### Routed clock nets over the placement

Scale bar: 20 um.
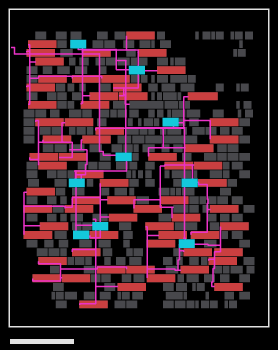
### Sequential cells colored by netlist name

Scale bar: 20 um. Other sequential cells in the stronger gray, the rest of the logic in the fainter gray.
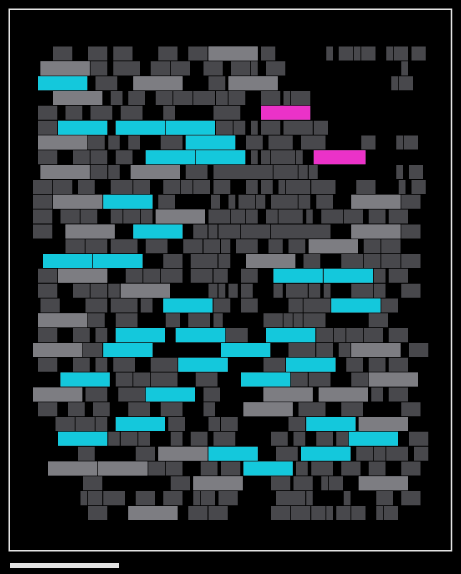
### Metal layers overlaid

Scale bar: 20 um. Two of the layers only.
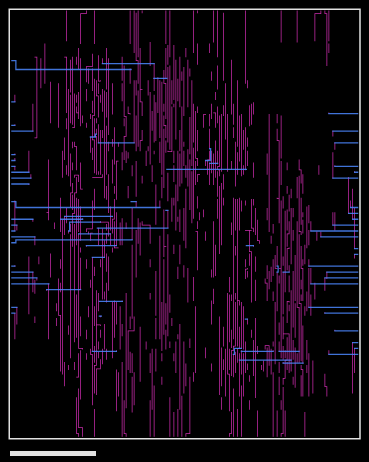
$ cat src/rtl/pipe_stage_buf.sv
// pipe_stage_buf: two-entry valid/ready pipeline buffer (main + skid).
// Breaks the ready path: in_ready depends on state flops only, never on
// out_ready, while still sustaining one transfer per cycle.
//
// Ports:
//   clk        rising-edge clock
//   reset      asynchronous active-low reset
//   flush      synchronous discard of all held entries
//   in_valid   upstream offers in_data
//   in_data    upstream payload (WIDTH bits)
//   in_ready   stage can accept this cycle
//   out_valid  out_data holds a valid entry
//   out_data   oldest held entry, or BUBBLE when empty
//   out_ready  downstream consumes out_data this cycle
//   stall_cnt  upstream stall-cycle count (16 bits)
//
// Optional feature: define PIPE_STAGE_BUF_STATS_EN to build the saturating
// stall counter; otherwise stall_cnt is tied to zero and has no flops.
module pipe_stage_buf #(
   parameter int unsigned         WIDTH  = 32,
   parameter logic [WIDTH-1:0]    BUBBLE = '0
) (
   input  logic             clk,
   input  logic             reset,
   input  logic             flush,
   input  logic             in_valid,
   input  logic [WIDTH-1:0] in_data,
   output logic             in_ready,
   output logic             out_valid,
   output logic [WIDTH-1:0] out_data,
   input  logic             out_ready,
   output logic [15:0]      stall_cnt
);

   localparam int unsigned STALL_W = 16;

   // Encoding chosen so bit 1 is out_valid and bit 0 is in_ready directly.
   typedef enum logic [1:0] {
      EMPTY = 2'b01,
      ONE   = 2'b11,
      FULL  = 2'b10
   } state_e;

   state_e           state_q, state_d;
   logic [WIDTH-1:0] main_q, main_d;
   logic [WIDTH-1:0] skid_q, skid_d;
   logic             accept;
   logic             pop;

   assign in_ready  = state_q[0];
   assign out_valid = state_q[1];
   // main is forced to BUBBLE whenever the stage goes empty, so it drives
   // out_data straight from the flops.
   assign out_data  = main_q;

   assign accept = in_valid & in_ready;
   assign pop    = out_valid & out_ready;

   // Next-state and storage update.
   always_comb begin
      state_d = state_q;
      main_d  = main_q;
      skid_d  = skid_q;
      unique case (state_q)
         EMPTY: begin
            if (accept) begin
               state_d = ONE;
               main_d  = in_data;
            end
         end
         ONE: begin
            if (accept && !pop) begin
               state_d = FULL;
               skid_d  = in_data;
            end else if (pop && !accept) begin
               state_d = EMPTY;
               main_d  = BUBBLE;
            end else if (accept && pop) begin
               main_d  = in_data;
            end
         end
         FULL: begin
            if (pop) begin
               state_d = ONE;
               main_d  = skid_q;
            end
         end
         default: begin
            state_d = EMPTY;
            main_d  = BUBBLE;
         end
      endcase
      if (flush) begin
         state_d = EMPTY;
         main_d  = BUBBLE;
      end
   end

   // State and storage registers.
   always_ff @(posedge clk or negedge reset) begin
      if (!reset) begin
         state_q <= EMPTY;
         main_q  <= BUBBLE;
         skid_q  <= '0;
      end else begin
         state_q <= state_d;
         main_q  <= main_d;
         skid_q  <= skid_d;
      end
   end

`ifdef PIPE_STAGE_BUF_STATS_EN
   logic [STALL_W-1:0] stall_cnt_q, stall_cnt_d;

   // Saturating count of cycles where upstream offers but is held off.
   always_comb begin
      stall_cnt_d = stall_cnt_q;
      if (flush) begin
         stall_cnt_d = '0;
      end else if (in_valid && !in_ready && (stall_cnt_q != {STALL_W{1'b1}})) begin
         stall_cnt_d = stall_cnt_q + STALL_W'(1);
      end
   end

   always_ff @(posedge clk or negedge reset) begin
      if (!reset) begin
         stall_cnt_q <= '0;
      end else begin
         stall_cnt_q <= stall_cnt_d;
      end
   end

   assign stall_cnt = stall_cnt_q;
`else
   assign stall_cnt = STALL_W'(0);
`endif

endmodule

$ cat config.mk
export PLATFORM = sky130hd
export DESIGN_NAME = pipe_stage_buf
export DESIGN_NICKNAME = d
export VERILOG_FILES = /design/src/rtl/pipe_stage_buf.sv
export SDC_FILE = /design/constraint.sdc
export NUM_CORES = 1
export LEC_CHECK = 0
export CAP_MARGIN = 20
export CORE_ASPECT_RATIO = 1.25
export CORE_MARGIN = 4
export CORE_UTILIZATION = 49
export CTS_CLUSTER_SIZE = 10
export DETAILED_ROUTE_END_ITERATION = 12
export GPL_TIMING_DRIVEN = 0
export MAX_ROUTING_LAYER = met4
export PLACE_DENSITY = 0.81
export SYNTH_ARGS = -nofsm -noshare
export SYNTH_HDL_FRONTEND = slang
export SYNTH_SLANG_ARGS = --single-unit
$ cat constraint.sdc
create_clock -name clk -period 2 [get_ports clk]
set_clock_uncertainty 0.1 [all_clocks]
set_input_delay 0.2 -clock clk [delete_from_list [all_inputs] [get_ports clk]]
set_output_delay 0.2 -clock clk [all_outputs]
set_load 0.02 [all_outputs]
==> summary.log <==
[worst_setup_path] number of buffers and inverters on the critical path 3
[logic_synthesis] total cells reported by yosys after synthesis 261
[drt] Routed Antenna Nets 0
[pwr] fraction of power consumed by sequential logic 0.333
[layout] antenna fix cells 0
[clocking] count of H-tree levels built during CTS 3
[worst_setup_path] critical path class reg2reg
[run] max-cap check violation count 0
[pwr] fraction of power spent switching nets 0.366
[clocking] number of buffers on the longest clock path 2
[pwr] Internal Pwr Total 0.00436 W
[layout] most common cell after layout, fill and taps aside clkdlybuf4s50_1
[layout] Final Instance Count excl. Fillers 448
[global_routing] first-pass GRT wire length 12500 um
[worst_setup_path] type of origin of the critical path flop
[clocking] clock tree root driver cell clkbuf_8
[pwr] combinational cell fraction of total power 0.481
[logic_synthesis] synthesis area per yosys 3250 um2
[clocking] cts bufs inserted 9
[layout] total non-filler cell area in the finished layout 4390 um2
[floorplanning] Die Area 8020 um2
[clocking] Clock Pin Slew Worst Setup and Hold Paths 0.07 ns
[logic_synthesis] Gate Count Post-Synth 261
[floorplanning] number of rows created at floorplan 32
[worst_setup_path] crit path cell chain buf_4, ha_1, buf_6, nand4_2, buf_4, mux2_2
[worst_setup_path] data arrival time of the worst path 2.10 ns
[logic_synthesis] per-instance average area after synthesis 12.5 um2
[logic_synthesis] register share after synthesis 0.508
[run_status] status finished clean
[layout] most numerous logic cells after layout clkdlybuf4s50_1 (69), dfrtp_1 (65), a22o_1 (32), a31oi_1 (32), mux2_2 (32)
[final_timing] fmax 506 MHz
[final_timing] final number of setup-violating endpoints 0
[final_timing] fin. max-slew vios 0
[floorplanning] DIE HEIGHT 99.1 um
[pwr] final total power 0.00687 W
[logic_synthesis] post-synthesis async set-or-reset flop share 1.00
[pwr] worst vdd rail ir drop 0.805 mV
[run] tally of OpenROAD warnings 30
Notes on 'Routed clock nets over the placement' above:
Cyan stands for clock drivers, count 9. Magenta stands for clock wires, length 842 um. Red stands for flip-flops, count 66.
Position of the flops: all over the die. There are 10 routed clock nets.

Notes on 'Sequential cells colored by netlist name' above:
Magenta stands for `state_q`, placed flops 2. Cyan stands for `skid_q`, placed flops 32.

Notes on 'Metal layers overlaid' above:
Magenta stands for metal 2, wire length 3910 um. Blue stands for metal 3, wire length 443 um.
drt total wl: 7830 um
GRT Overall Usage: 0.204
count of vias placed by the detailed router: 2571
average routed wire per standard cell: 17.5 um

==> power by group through the flow <==
stage | clock network, W | registers (W) | logic, W
5_1_grt | 0.00135 | 0.00235 | 0.00355
3_5_place_dp | 0 | 0.00230 | 0.00321
2_1_floorplan | 0 | 0.00257 | 0.00181
4_1_cts | 0.00129 | 0.00228 | 0.00327
3_3_place_gp | 0 | 0.00227 | 0.00313
6_report | 0.00128 | 0.00229 | 0.00330
==> sequential cells by signal, summed over array words and instances (netlist names) <==
name and cells:
out_data 32, skid_q 32, state_q 2
==> synth_stat cells, types with 2 or more instances <==
library cell | instances | area, um2
nor2_2 | 2 | 12.5
inv_1 | 3 | 11.3
buf_4 | 19 | 143
a31oi_1 | 32 | 200
a22o_1 | 32 | 280
nand2_1 | 3 | 11.3
ha_1 | 4 | 50.1
dfrtp_1 | 65 | 1630
buf_6 | 4 | 45.0
clkbuf_1 | 8 | 30.0
o2bb2ai_1 | 32 | 280
mux2_2 | 32 | 360
buf_2 | 7 | 35.0
==> cells by family (layout without fill, tap and decap cells) <==
family          count (synthesis)  after routing  share of synthesized area
simple gates                   11             11                     0.0204
buf+inv                        43            130                     0.0838
mux                            34             34                      0.118
fa+ha+maj                       4              4                     0.0154
xor+xnor                        1              1                    0.00269
other cells                     1             16                    0.00115
flops                          66             66                      0.508
compound gates                101            101                      0.250
==> final timing paths <==
path | startpoint | to | cells past startpoint
max | state_q[0] | skid_q[6] | 6
min | reset | skid_q[23] | 2
max reg2reg | state_q[0] | skid_q[6] | 6
min reg2reg | out_data[7] | out_data[7] | 1
max in group asynchronous | reset | state_q[1] | 2
min in group clk | out_data[7] | out_data[7] | 1
==> per-layer routing <==
layer	vias to the layer above	global-route usage	wire (um)
li1	1176	-	-
met1	1287	0.249	3350
met2	97	0.334	3910
met3	11	0.0471	443
met4	0	0.0624	116
met5	-	-	0
==> repair_timing <==
item | 4_1_cts | 5_1_grt
setup endpoints to repair | 30 | 57
resized | 2 | 16
hold endpoints to repair | 65 | 0
buffers inserted | 2 | 0
cloned | 0 | 0
hold buffers | 1 | 0
==> layout make-up <==
type                    instances  area [um2]
repair buffers                 73         723
flip-flops and latches         66        1650
clock inverters                 2        60.1
well taps                      85         106
fillers                       492        1940
clock buffers                  12         165
plain buffers                  40         277
inverters                       3        11.3
multi-input cells             167        1390
==> metrics by stage <==
| stage | hold slack (ns) | utilization |
|---|---|---|
| 3_5_place_dp | 0.255 | 0.651 |
| 6_report | 0.387 | 0.694 |
| 5_1_grt | 0.412 | 0.694 |
| 4_1_cts | 0.392 | 0.690 |
| 2_1_floorplan | -0.196 | - |
| 3_3_place_gp | 0.370 | 0.651 |
Power is estimated from default activity; no workload was simulated.
